**config.mk**
```make
export PLATFORM = sky130hd
export DESIGN_NAME = set_bit_serializer
export DESIGN_NICKNAME = d
export VERILOG_FILES = /design/src/rtl/set_bit_serializer_pkg.sv /design/src/rtl/set_bit_serializer_bit_pick.sv /design/src/rtl/set_bit_serializer.sv
export SDC_FILE = /design/constraint.sdc
export NUM_CORES = 1
export LEC_CHECK = 0
export ABC_AREA = 1
export CAP_MARGIN = 10
export CORE_AREA = 2 2 39 41
export DETAILED_ROUTE_END_ITERATION = 6
export DIE_AREA = 0 0 41 43
export GPL_TIMING_DRIVEN = 0
export HOLD_SLACK_MARGIN = 0.08
export PLACE_DENSITY = 0.8
export SYNTH_ARGS = -nofsm -noshare
export SYNTH_HDL_FRONTEND = slang
export SYNTH_SLANG_ARGS = --single-unit
```
**constraint.sdc**
```tcl
create_clock -name clk_i -period 1.78 [get_ports clk_i]
set_clock_uncertainty 0.2 [all_clocks]
set_input_delay 0.178 -clock clk_i [delete_from_list [all_inputs] [get_ports clk_i]]
set_output_delay 0.178 -clock clk_i [all_outputs]
set_load 0.01 [all_outputs]
```
**src/rtl/set_bit_serializer_pkg.sv**
```systemverilog
// Shared types and helpers for the set-bit serializer.
package set_bit_serializer_pkg;

    typedef enum logic {IDLE, BUSY} state_t;

    localparam int MAX_W = 64;

    // Binary position of a one-hot value; callers zero-extend to MAX_W and truncate the result.
    function automatic logic [31:0] onehot_to_idx(input logic [MAX_W-1:0] onehot);
        logic [31:0] idx;
        idx = '0;
        for (int i = 0; i < MAX_W; i++) begin
            if (onehot[i]) idx = idx | 32'(i);
        end
        return idx;
    endfunction

endpackage

```
**src/rtl/set_bit_serializer_bit_pick.sv**
```systemverilog
// Combinational priority pick: isolates the rightmost or leftmost set bit of rem_i.
module set_bit_serializer_bit_pick
    import set_bit_serializer_pkg::*;
#(
    parameter int WIDTH     = 5,
    parameter bit LSB_FIRST = 1'b1,
    parameter int IDX_W     = $clog2(WIDTH)
) (
    input  logic [WIDTH-1:0] rem_i,
    output logic [WIDTH-1:0] onehot_o,
    output logic [IDX_W-1:0] idx_o,
    output logic             single_o
);

    logic [WIDTH-1:0] rev;
    logic [WIDTH-1:0] rev_iso;

    // Leftmost pick reuses the x & -x trick on the bit-reversed word.
    always_comb begin
        rev      = '0;
        rev_iso  = '0;
        onehot_o = '0;
        if (LSB_FIRST) begin
            onehot_o = rem_i & (~rem_i + WIDTH'(1));
        end else begin
            for (int i = 0; i < WIDTH; i++) rev[i] = rem_i[WIDTH-1-i];
            rev_iso = rev & (~rev + WIDTH'(1));
            for (int i = 0; i < WIDTH; i++) onehot_o[i] = rev_iso[WIDTH-1-i];
        end
    end

    assign idx_o    = IDX_W'(onehot_to_idx(MAX_W'(onehot_o)));
    assign single_o = (rem_i != '0) && ((rem_i & (rem_i - WIDTH'(1))) == '0);

endmodule

```
**src/rtl/set_bit_serializer.sv**
```systemverilog
// Accepts a word per handshake and emits the position of each set bit, one beat per cycle.
module set_bit_serializer
    import set_bit_serializer_pkg::*;
#(
    parameter int WIDTH     = 5,
    parameter bit LSB_FIRST = 1'b1,
    localparam int IDX_W    = $clog2(WIDTH)
) (
    input  logic             clk_i,
    input  logic             srst_i,
    input  logic [WIDTH-1:0] data_i,
    input  logic             data_val_i,
    output logic             data_ready_o,
    output logic [IDX_W-1:0] idx_o,
    output logic [WIDTH-1:0] onehot_o,
    output logic             idx_val_o,
    output logic             idx_last_o,
    input  logic             idx_ready_i,
    output logic             zero_o
);

    state_t           state_q, state_d;
    logic [WIDTH-1:0] rem_q, rem_d;
    logic             zero_q, zero_d;

    logic [WIDTH-1:0] pick_onehot;
    logic [IDX_W-1:0] pick_idx;
    logic             pick_single;
    logic             busy, accept, beat_done;

    set_bit_serializer_bit_pick #(
        .WIDTH     (WIDTH),
        .LSB_FIRST (LSB_FIRST),
        .IDX_W     (IDX_W)
    ) u_bit_pick (
        .rem_i    (rem_q),
        .onehot_o (pick_onehot),
        .idx_o    (pick_idx),
        .single_o (pick_single)
    );

    assign busy         = (state_q == BUSY);
    assign idx_val_o    = busy;
    assign onehot_o     = busy ? pick_onehot : '0;
    assign idx_o        = busy ? pick_idx    : '0;
    assign idx_last_o   = busy && pick_single;
    assign data_ready_o = !busy || (idx_last_o && idx_ready_i);
    assign zero_o       = zero_q;

    assign accept    = data_val_i && data_ready_o;
    assign beat_done = idx_val_o && idx_ready_i;

    // NOTE: every _d gets a default first so no path through this block infers a latch.
    always_comb begin
        state_d = state_q;
        rem_d   = rem_q;
        zero_d  = 1'b0;
        if (accept) begin
            // Also covers the last beat of a word meeting a new word in the same cycle.
            if (data_i != '0) begin
                rem_d   = data_i;
                state_d = BUSY;
            end else begin
                rem_d   = '0;
                state_d = IDLE;
                zero_d  = 1'b1;
            end
        end else if (beat_done) begin
            rem_d = rem_q & ~pick_onehot;
            if (pick_single) state_d = IDLE;
        end
    end

    // NOTE: state is updated with non-blocking assignments only; reset is synchronous.
    always_ff @(posedge clk_i) begin
        if (srst_i) begin
            state_q <= IDLE;
            rem_q   <= '0;
            zero_q  <= 1'b0;
        end else begin
            state_q <= state_d;
            rem_q   <= rem_d;
            zero_q  <= zero_d;
        end
    end

endmodule

```
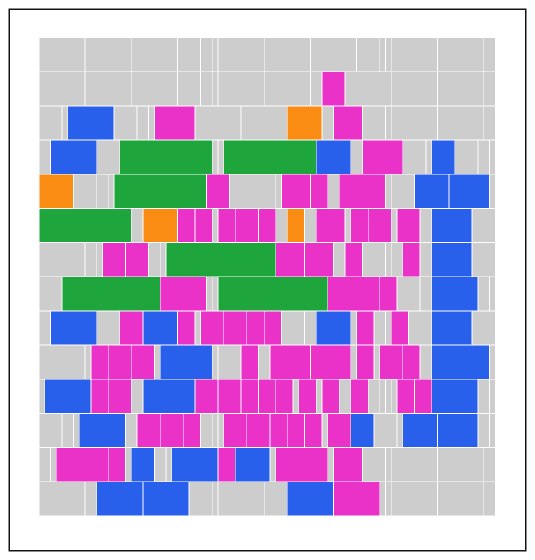
**Above:** run 1 (cell classes on the final placement).
Fill, decap, tap and diode cells in gray.
legend:
  clock drivers and dummy loads:
    color: orange
    cells: 4
  flops:
    color: green
    cells: 7
  other buffers and delay cells:
    color: blue
    cells: 28
  all other logic:
    color: magenta
    cells: 70
register fraction of the total cell area: 18.4%
core box area: 1380 um2
total non-filler cell area in the finished layout: 810 um2

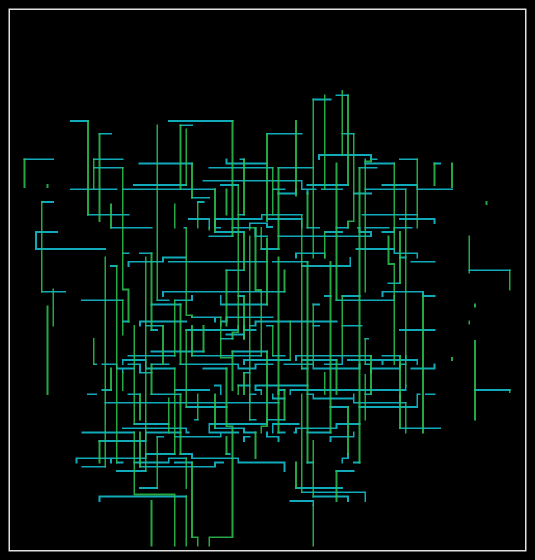
**Above:** run 1 (routed metal, one color a layer).
Two of the layers only.
legend:
  met1:
    color: cyan
    wire_length: 531 um
  met2:
    color: green
    wire_length: 657 um

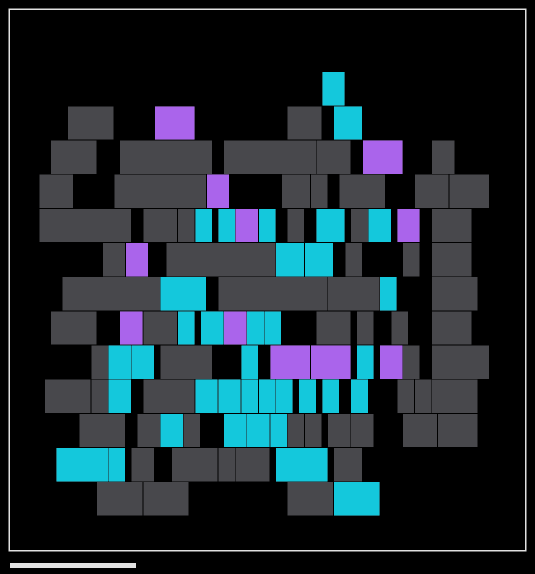
**Above:** run 1 (selected gate families).
Bar = 10 um.
legend:
  inverting AOI/OAI gates:
    color: purple
    cells: 11
    most_used: a21oi_1
  NAND gates:
    color: cyan
    cells: 36
    most_used: nand2_1

==> results.sh, run 1 <==
# physical design summary
export IMPL_result_of_the_run="completed"
export IMPL_die_area_um2=1760
export IMPL_critical_path_startpoint_type="flop"
export IMPL_hold_violations=0
export IMPL_final_cell_mix="sky130_fd_sc_hd__nand2_1 (17), sky130_fd_sc_hd__inv_1 (11), sky130_fd_sc_hd__nand3_1 (11), sky130_fd_sc_hd__clkdlybuf4s50_1 (10), sky130_fd_sc_hd__a21oi_1 (7)"
export IMPL_power_clock_total_w=0.000144
export IMPL_timing_critical_path_to_type="primary output"
export IMPL_pin_count_of_the_biggest_net_entering_global_routing=9
export IMPL_clk_path_buf_depth=2
export IMPL_io_pin_count=21
export IMPL_fill_cells=136
export IMPL_synth_area_top_cells="sky130_fd_sc_hd__dfxtp_1 (30%), sky130_fd_sc_hd__nand2_1 (17%), sky130_fd_sc_hd__nand3_1 (14%)"
export IMPL_met2_length_um=657
export IMPL_syn_to_final_growth_pct=71.6
export IMPL_grt_antenna_before_repair=0
export IMPL_grt_pass1_wl_um=1860
export IMPL_route_detailed_wl_per_inst_um=10.3
export IMPL_ys_chip_area_um2=472
export IMPL_cts_hold_buf=1
export IMPL_share_seq_of_total_power_pct=37.1
export IMPL_power_per_cell_area_nw_per_um2=602
export IMPL_htree_levels=1
export IMPL_die_width_um=41
export IMPL_share_comb_of_total_power_pct=33.3
export IMPL_tritoncts_num_buffers=3
export IMPL_yosys_cell_types_count=14
export IMPL_tritoncts="built"
export IMPL_setup_violations=0
export IMPL_route_layer_met1_wl_um=531
export IMPL_number_of_clock_sinks_seen_by_cts=7
export IMPL_unrepaired_setup_endpoints_after_global_routing="true"
export IMPL_tally_of_non_filler_cells_in_the_final_layout=125
export IMPL_hold_ws_ns=0.320
export IMPL_timing_critical_path_arrival_ns=1.37
export IMPL_numPortBuffers=19
export IMPL_placed_area_um2=682
export IMPL_hold_path_startpoint="rem_q[3]"
export IMPL_place_hpwl_um=860
export IMPL_post_synth_top_area_cell="sky130_fd_sc_hd__dfxtp_1"
export IMPL_clkPwrFrac_pct=29.6
run 1: path summary, 6_finish.rpt:
check                                    end  slack (ns)  cells after the start
worst max-delay path            data_ready_o        0.03                      8
worst min-delay path                rem_q[3]        0.32                      2
worst max register to register      rem_q[4]        0.05                     12
worst min register to register      rem_q[3]        0.32                      2
run 1: cell usage after synthesis:
cell type and count:
sky130_fd_sc_hd__nor2_4 1, sky130_fd_sc_hd__a21oi_1 9, sky130_fd_sc_hd__nand3_1 13, sky130_fd_sc_hd__buf_4 1
sky130_fd_sc_hd__o21ai_0 1, sky130_fd_sc_hd__nor3_1 4, sky130_fd_sc_hd__buf_2 1, sky130_fd_sc_hd__a21oi_2 1
sky130_fd_sc_hd__nand2_4 1, sky130_fd_sc_hd__nand2_1 21, sky130_fd_sc_hd__inv_1 13, sky130_fd_sc_hd__nand2_2 1
sky130_fd_sc_hd__dfxtp_1 7, sky130_fd_sc_hd__nor2_1 5
run 1: cell type report:
type | count | area, um2 | share of cell area, %
Inverter | 13 | 48.8 | 6.03
Timing Repair Buffer | 26 | 236 | 29.2
Tap cell | 16 | 20.0 | 2.47
Clock buffer | 4 | 26.3 | 3.25
Buffer | 2 | 12.5 | 1.55
Sequential cell | 7 | 149 | 18.4
Multi-Input combinational cell | 57 | 317 | 39.1
run 1: metrics by stage:
step                total power (W)  setup WS (ns)
finish                     0.000488         0.0320
CTS                        0.000456         -0.200
global route               0.000523        -0.0914
detailed placement         0.000310         -0.294
floorplan                  0.000256          0.137
global placement           0.000309         -0.303
run 1: flip-flops by register name (all words and copies together), names as in the netlist:
name / cells
rem_q: 5
zero_o: 1
idx_val_o: 1
run 1: logic make-up after synthesis:
family / synth area share, %
AND-OR/OR-AND: 12.5
buffers and inverters: 13.0
flip-flops: 29.7
AND/OR/NAND/NOR: 44.8
==> inputs of run 2 (changes only) <==
--- a/config.mk
+++ b/config.mk
@@ -5,14 +5,14 @@
 export SDC_FILE = /design/constraint.sdc
 export NUM_CORES = 1
 export LEC_CHECK = 0
-export ABC_AREA = 1
 export CAP_MARGIN = 10
 export CORE_AREA = 2 2 39 41
 export DETAILED_ROUTE_END_ITERATION = 6
 export DIE_AREA = 0 0 41 43
 export GPL_TIMING_DRIVEN = 0
 export HOLD_SLACK_MARGIN = 0.08
-export PLACE_DENSITY = 0.8
+export PLACE_DENSITY = 0.81
+export SLEW_MARGIN = 20
 export SYNTH_ARGS = -nofsm -noshare
 export SYNTH_HDL_FRONTEND = slang
 export SYNTH_SLANG_ARGS = --single-unit
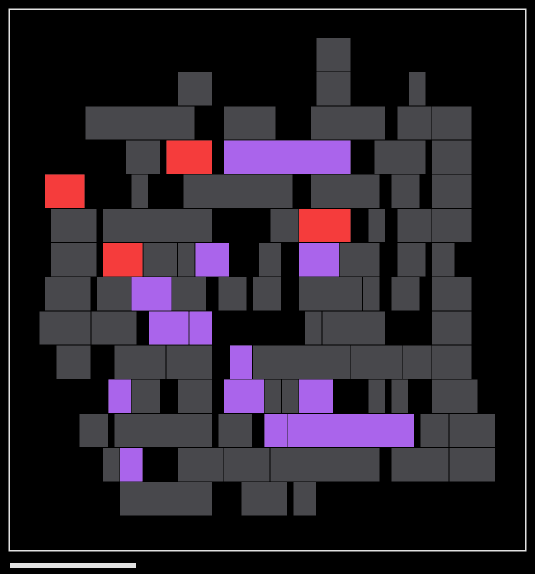
**Above:** run 2 (selected gate families).
Bar = 10 um.
legend:
  AND-OR and OR-AND gates:
    color: red
    cells: 4
    most_used: a31o_1
  inverting AOI/OAI gates:
    color: purple
    cells: 13
    most_used: a21oi_1
most frequent logic cell in the layout: sky130_fd_sc_hd__clkdlybuf4s50_1
multi-input combinational area share: 45.9%
tally of non-filler cells in the final layout: 105

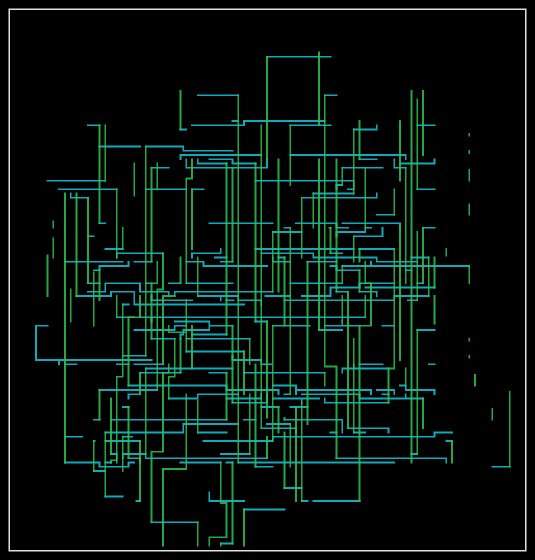
**Above:** run 2 (routed metal, one color a layer).
Two of the layers only.
legend:
  met2:
    color: green
    wire_length: 750 um
  met1:
    color: cyan
    wire_length: 608 um
global-route total usage across every layer: 19.3%
wire length per cell after detailed routing: 13.7 um
count of vias placed by the detailed router: 584

==> run 2 against run 1 <==
The run now ends with negative setup slack left. Sequential power up 5%. Synthesized area is 3.7% higher. Die size unchanged. Maximum frequency is 9.7% lower. Synthesized cell count shrank 25%. Combinational power rose by about 10%. Critical path type unchanged. Highest routed layer unchanged.
==> results.sh, run 2 <==
# physical design summary
export IMPL_result_of_the_run="complete, but fails checks"
export IMPL_violations="negative setup slack"
export IMPL_totalPowerFinal_w=0.000510
export IMPL_regMostFlops="rem_q"
export IMPL_cts_hold_buf=0
export IMPL_hold_path_endpoint="rem_q[0]"
export IMPL_tritoncts="built"
export IMPL_unrepaired_setup_endpoints_after_global_routing="true"
export IMPL_syn_to_final_growth_pct=76.5
export IMPL_timing_critical_path_to="data_ready_o"
export IMPL_regToRegEndpoint="rem_q[2]"
export IMPL_clkPwrFrac_pct=27.8
export IMPL_largest_register_ffs=5
export IMPL_top_cells_by_count="sky130_fd_sc_hd__dfxtp_1 (7), sky130_fd_sc_hd__nand2_1 (6), sky130_fd_sc_hd__a21oi_1 (5), sky130_fd_sc_hd__nor2_1 (5)"
export IMPL_number_of_clock_sinks_seen_by_cts=7
export IMPL_synth_dominant_cell_count="sky130_fd_sc_hd__dfxtp_1"
export IMPL_ys_chip_area_um2=489
export IMPL_timing_critical_path_arrival_ns=1.56
export IMPL_power_clock_total_w=0.000142
export IMPL_fin_ws_ns=-0.156
export IMPL_setup_violations=5
export IMPL_cp_num_cells=4
export IMPL_post_synth_top_area_cell="sky130_fd_sc_hd__dfxtp_1"
export IMPL_design_core_area_um2=1380
export IMPL_yosys_cell_types_count=30
export IMPL_synth_area_top_cells="sky130_fd_sc_hd__dfxtp_1 (29%), sky130_fd_sc_hd__a2111oi_4 (5.6%), sky130_fd_sc_hd__o311ai_0 (5.4%)"
run 2: cell count changes after synthesis, moves of 2 or more:
cell and delta:
sky130_fd_sc_hd__a21oi_1 -4, sky130_fd_sc_hd__inv_1 -12, sky130_fd_sc_hd__nor2_2 +2, sky130_fd_sc_hd__o311ai_0 +3, sky130_fd_sc_hd__nand2_1 -15, sky130_fd_sc_hd__nand3_1 -11
sky130_fd_sc_hd__and3_1 +3, sky130_fd_sc_hd__nor3_1 -4, sky130_fd_sc_hd__nand2b_1 +3, sky130_fd_sc_hd__a31o_1 +2, sky130_fd_sc_hd__o211ai_1 +2
run 2: cells by family after synthesis:
family                 Yosys count  share of synthesized area [%]
multiplexers                     1                           2.30
buffers and inverters            4                           5.63
AND-OR/OR-AND                   17                           29.7
XOR/XNOR                         1                           1.79
flip-flops                       7                           28.6
AND/OR/NAND/NOR                 29                           32.0
run 2: layout make-up:
cell class	count	area, um2	area share, %
Multi-Input combinational cell	48	397	45.9
Inverter	1	3.75	0.435
Clock buffer	4	26.3	3.04
Tap cell	16	20.0	2.32
Sequential cell	7	158	18.3
Buffer	1	7.51	0.870
Timing Repair Buffer	28	251	29.1
run 2: routing by layer:
| layer | vias up | wire (um) | track usage, % |
|---|---|---|---|
| met5 | - | 0 | 0 |
| met4 | 0 | 16 | 8.00 |
| met3 | 2 | 68 | 3.14 |
| met2 | 20 | 749 | 31.3 |
| met1 | 277 | 607 | 24.0 |
| li1 | 285 | - | - |
run 2: timing repair:
item,in CTS,in global routing
hold endpoints to repair,0,0
setup buffers,5,3
setup endpoints to repair,12,12
gates resized,34,8
pin swaps,6,5
run 2: stage by stage:
stage	std cells	setup WS, ns	instance area, um2
floorplan	59	0.0149	489
global placement	95	-0.666	709
detailed placement	95	-0.689	709
CTS	103	-0.196	830
global route	105	-0.195	863
finish	105	-0.156	863
Power figures rest on the tool's default switching activity, not on a simulated workload.
